===== src/rtl/intc_pkg.sv =====
// Shared definitions for the interrupt controller: register offsets, FSM
// state encoding, VEC word layout and the default decode base.
package intc_pkg;

   localparam int unsigned ADDR_W        = 32;
   localparam int unsigned DATA_W        = 32;
   localparam int unsigned IDX_W         = 3;
   localparam int unsigned VEC_VALID_BIT = 31;

   // Register offsets as seen on PrAddr[3:2]
   localparam logic [1:0] OFF_MASK = 2'd0;
   localparam logic [1:0] OFF_PEND = 2'd1;
   localparam logic [1:0] OFF_VEC  = 2'd2;
   localparam logic [1:0] OFF_EOI  = 2'd3;

   localparam logic [27:0] BASE_HI_DEF = 28'h00007F3;

   typedef enum logic [1:0] {
      IDLE    = 2'd0,
      ASSERT  = 2'd1,
      SERVICE = 2'd2
   } state_t;

   // VEC read word: valid flag in the top bit, source index in the low bits
   function automatic logic [DATA_W-1:0] vec_word(input logic valid, input logic [IDX_W-1:0] idx);
      logic [DATA_W-1:0] w;
      w                = '0;
      w[VEC_VALID_BIT] = valid;
      w[IDX_W-1:0]     = idx;
      return w;
   endfunction

endpackage


===== src/rtl/intc_prio_enc.sv =====
// Lowest-index-wins priority encoder over the active (pending & masked) sources.
//   req   : active request vector
//   idx   : index of the lowest set bit (0 when nothing is set)
//   valid : any request set
module intc_prio_enc
   import intc_pkg::*;
#(
   parameter int unsigned NSRC = 6
) (
   input  logic [NSRC-1:0]  req,
   output logic [IDX_W-1:0] idx,
   output logic             valid
);

   // Scan high to low so the lowest set bit is the last one written
   always_comb begin
      idx   = '0;
      valid = |req;
      for (int i = int'(NSRC) - 1; i >= 0; i--) begin
         if (req[i]) idx = IDX_W'(i);
      end
   end

endmodule


===== src/rtl/intc_ctrl.sv =====
// Programmable interrupt controller: edge-latches device interrupt lines,
// masks them, and raises a single IRQ until the CPU claims the winning
// source through VEC; EOI releases the claim. No nesting.
//   clk, reset : clock, asynchronous active-low reset
//   PrAddr     : bus address ([31:4] block decode, [3:2] register select)
//   PrWD       : bus write data
//   we, re     : bus write / read strobes (re is one pulse per CPU load)
//   PrRD       : combinational read data, 0 when the block is not hit
//   irq_src    : device interrupt lines, synchronous to clk
//   IRQ        : registered interrupt request, high exactly while in ASSERT
module intc_ctrl
   import intc_pkg::*;
#(
   parameter int unsigned NSRC    = 6,
   parameter logic [27:0] BASE_HI = BASE_HI_DEF
) (
   input  logic              clk,
   input  logic              reset,
   input  logic [ADDR_W-1:0] PrAddr,
   input  logic [DATA_W-1:0] PrWD,
   input  logic              we,
   input  logic              re,
   output logic [DATA_W-1:0] PrRD,
   input  logic [NSRC-1:0]   irq_src,
   output logic              IRQ
);

   logic              hit;
   logic [1:0]        off;
   logic              mask_wr, pend_wr, eoi_req, vec_rd;
   logic [NSRC-1:0]   mask, pend, prev;
   logic [NSRC-1:0]   active, rise, pend_clr;
   logic              armed;
   logic [IDX_W-1:0]  idx, insvc;
   logic              valid;
   logic              claim, eoi_wr;
   logic              irq_next;
   state_t            state, state_next;
   logic              unused;

   // Address decode and bus strobes
   assign hit     = (PrAddr[31:4] == BASE_HI);
   assign off     = PrAddr[3:2];
   assign mask_wr = hit && we && (off == OFF_MASK);
   assign pend_wr = hit && we && (off == OFF_PEND);
   assign eoi_req = hit && we && (off == OFF_EOI);
   assign vec_rd  = hit && re && (off == OFF_VEC);

   assign active = pend & mask;

   intc_prio_enc #(.NSRC(NSRC)) u_prio (
      .req   (active),
      .idx   (idx),
      .valid (valid)
   );

   // Only a VEC read in ASSERT claims; only an EOI in SERVICE releases
   assign claim  = (state == ASSERT) && vec_rd && valid;
   assign eoi_wr = (state == SERVICE) && eoi_req;

   // The first cycle after reset only primes prev, so a line already high is not an edge
   assign rise = irq_src & ~prev & {NSRC{armed}};

   assign pend_clr = (pend_wr ? PrWD[NSRC-1:0] : '0)
                   | (claim   ? (NSRC'(1) << idx) : '0);

   // Source-side state: mask, pending edges, edge history, in-service index
   always_ff @(posedge clk or negedge reset) begin
      if (!reset) begin
         mask  <= '0;
         pend  <= '0;
         prev  <= '0;
         armed <= 1'b0;
         insvc <= '0;
      end else begin
         prev  <= irq_src;
         armed <= 1'b1;
         if (mask_wr) mask <= PrWD[NSRC-1:0];
         // New edges win over a same-cycle clear
         pend <= (pend & ~pend_clr) | rise;
         if (claim)       insvc <= idx;
         else if (eoi_wr) insvc <= '0;
      end
   end

   // State register; IRQ registered from the next state so it tracks ASSERT exactly
   always_ff @(posedge clk or negedge reset) begin
      if (!reset) begin
         state <= IDLE;
         IRQ   <= 1'b0;
      end else begin
         state <= state_next;
         IRQ   <= irq_next;
      end
   end

   // Next-state logic
   always_comb begin
      state_next = state;
      case (state)
         IDLE:    if (valid) state_next = ASSERT;
         ASSERT: begin
            if (claim)       state_next = SERVICE;
            else if (!valid) state_next = IDLE;
         end
         SERVICE: if (eoi_wr) state_next = IDLE;
         default: state_next = IDLE;
      endcase
   end

   // Output logic
   always_comb begin
      irq_next = 1'b0;
      if (state_next == ASSERT) irq_next = 1'b1;
   end

   // Read mux
   always_comb begin
      PrRD = '0;
      if (hit) begin
         case (off)
            OFF_MASK: PrRD = DATA_W'(mask);
            OFF_PEND: PrRD = DATA_W'(pend);
            OFF_VEC:  PrRD = vec_word(valid, idx);
            default:  PrRD = '0;
         endcase
      end
   end

   // Bits with no consumer in this block
   assign unused = ^{PrAddr[1:0], PrWD, insvc};

endmodule


===== config.mk =====
export PLATFORM = sky130hd
export DESIGN_NAME = intc_ctrl
export DESIGN_NICKNAME = d
export VERILOG_FILES = /design/src/rtl/intc_pkg.sv /design/src/rtl/intc_prio_enc.sv /design/src/rtl/intc_ctrl.sv
export SDC_FILE = /design/constraint.sdc
export NUM_CORES = 1
export LEC_CHECK = 0
export ABC_AREA = 1
export CAP_MARGIN = 20
export CELL_PAD_IN_SITES_DETAIL_PLACEMENT = 1
export CELL_PAD_IN_SITES_GLOBAL_PLACEMENT = 2
export CORE_MARGIN = 4
export CORE_UTILIZATION = 18
export CTS_BUF_LIST = sky130_fd_sc_hd__clkbuf_8
export DETAILED_ROUTE_END_ITERATION = 7
export GPL_TIMING_DRIVEN = 0
export PLACE_DENSITY = 0.92
export SLEW_MARGIN = 0
export SYNTH_ARGS = -nofsm -noshare
export SYNTH_HDL_FRONTEND = slang
export SYNTH_SLANG_ARGS = --single-unit

===== constraint.sdc =====
create_clock -name clk -period 1.7 [get_ports clk]
set_input_delay 0.34 -clock clk [delete_from_list [all_inputs] [get_ports clk]]
set_output_delay 0.34 -clock clk [all_outputs]
set_load 0.01 [all_outputs]

**Run 1: placed standard cells**

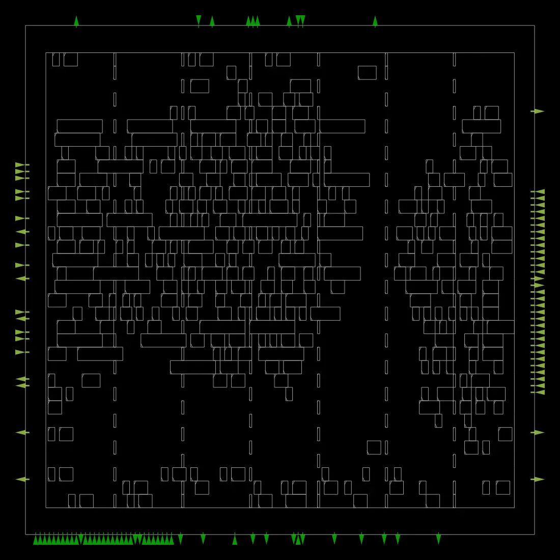
core outline area: 0.00881 mm^2
Site Rows: 34

**Run 1: placed cells, one colour a class**

Fill, decap, tap and diode cells in grey.
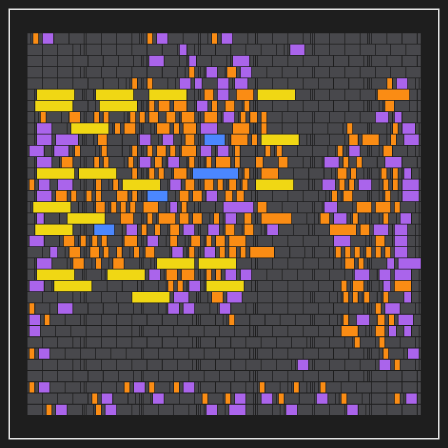
| class | colour | cells | share of their area |
|---|---|---|---|
| clock drivers and dummy loads | blue | 4 | 2.6% |
| flops | yellow | 22 | 20% |
| other buffers and delay cells | purple | 114 | 35% |
| all other logic | orange | 211 | 42% |
share of the core filled with cells in the final layout: 32.3%
post-route design area: 0.00285 mm^2
sequential share of cell area: 19.3%

**Run 1: sequential cells grouped by signal name**

Other sequential cells in the stronger grey, the rest of the logic in the fainter grey.
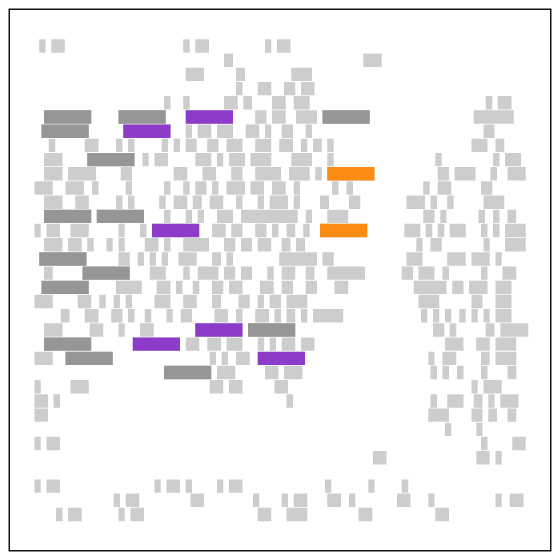
| netlist name | colour | sequential cells |
|---|---|---|
| mask | purple | 6 |
| state | orange | 2 |
not coloured: 14
total area of sequential cells: 551 um^2
reported sequential group power: 0.535 mW

**Run 1: zoomed window**

The bar under the picture is 20 um long. Region (1, 1) to (51, 51) um. Cells in grey, sequential cells in the stronger grey; small squares are vias.
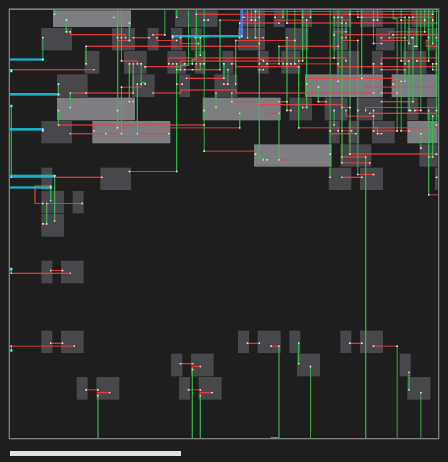
| layer | colour |
|---|---|
| met3 | cyan |
| met2 | green |
| met4 | blue |
| met1 | red |
cells with their middle in the window: 75
sequential cells in the window: 7
most frequent: buf_4 (21), conb_1 (11), nand2_1 (10)
netlist names of flops here include: prev (3), mask (2), pend (2)

==> reports/summary.log <==
qor: floorplanning.die_h 103 um
qor: cts.root_buffer_master clkbuf_8
qor: final_timing.fmax 551 MHz
qor: status.result_of_the_run finished with violations
qor: final_layout.reg_top3 mask x6, pend x6, prev x6
qor: final_layout.diodes 0
qor: final_layout.seq_cell_count 22
qor: final_layout.most_numerous_logic_cells_after_layout 58 x buf_4, 52 x nand2_1, 32 x inv_1, 26 x conb_1, 22 x dfrtp_1
qor: worst_hold_path.hp-class input port to async pin
qor: final_layout.portion_of_the_layout_cell_area_used_by_clock_cells 2.51%
qor: final_timing.layout_min_cycle_time 1.82 ns
qor: final_layout.total_of_clock_buffers_placed_in_the_layout 3
qor: synthesis.netlist_logic_family_top simple AND/OR/NAND/NOR gates
qor: setup_path.rr_worst_depth 10
qor: synthesis.ys.flops 22
qor: grt.largest_net_degree_at_the_start_of_global_routing 23
qor: grt.grt_first_pass_wirelength 8870 um
qor: floorplanning.fp_util 18.6%
qor: power.power_report.internal_total 0.998 mW
qor: cts.cts_post_setup_buffers_inserted 20
qor: synthesis.synth_largest_type_area_fraction 33.6%
qor: final_layout.layout.filler_cells 1114
qor: setup_path.timing.critical_path.slowest_stage_cell nor2_4
qor: synthesis.synth.top_cells.by_count 67 x nand2_1, 35 x inv_1, 25 x buf_4, 22 x dfrtp_1, 22 x nor2_1
qor: power.powerDensity 470 mW/mm^2
qor: grt.antenna_found_initial 0
qor: setup_path.critical_path_fanouts_max 4
qor: setup_path.worstSetupStartpointType input port
qor: final_timing.timing.max_slew.rel_slack 65.5%
qor: power.ir_drop 0.458 mV
qor: final_layout.final-comb-area 0.00100 mm^2
qor: setup_path.worstPathCellList buf_8, nor2_4, nand3_2, nor3_2, nand2_1, nor2_4, inv_4, a21oi_2, buf_2
qor: grt.grt_usage 10.6%
qor: final_layout.layout-area-overhead-vs-synth 73.5%
qor: final_timing.setup_viol 7
qor: final_layout.final_common_cell buf_4
qor: placed_design.detailedPlace.worstSlack -1.02 ns
qor: setup_path.critical-path-top-cell-by-count nor2_4
qor: power.p_comb_share 21.1%
qor: routing.drt-pass1-iter-count 4
qor: final_timing.finalWorstSetupSlack -0.115 ns
qor: status.violations setup timing
qor: placed_design.finalWeightedCongestion 0.873
qor: synthesis.area_fraction_in_mux_cells 0%
qor: synthesis.yosys_warnings 0
qor: routing.drt-initial-drc-count 61
qor: final_timing.finalCritPeriodShare 107%
qor: placed_design.placement.io_buffers 53
qor: placed_design.dp_cells 421
-- run 1: worst max path at each step --
| stage | cells after the start | to | start | slack [ns] |
|---|---|---|---|---|
| detailed placement | 9 | PrRD[3] | PrAddr[7] | -1.02 |
| CTS | 7 | PrRD[0] | PrAddr[24] | -0.11 |
| global route | 8 | PrRD[2] | pend[0]$_DFF_PN0_ | -0.19 |
| floorplan | 7 | PrRD[2] | pend[0]$_DFF_PN0_ | 0.22 |
| global placement | 8 | PrRD[2] | PrAddr[2] | -0.97 |
| finish | 9 | PrRD[5] | PrAddr[7] | -0.12 |
-- run 1: per-layer routing --
metal / track usage [%] / vias up / wire, um
li1: - / 916 / -
met1: 12.6 / 842 / 2480
met2: 19.3 / 63 / 2980
met3: 2.08 / 8 / 432
met4: 2.69 / 0 / 54
met5: 0 / - / 0
Power figures rest on the tool's default switching activity, not on a simulated workload.
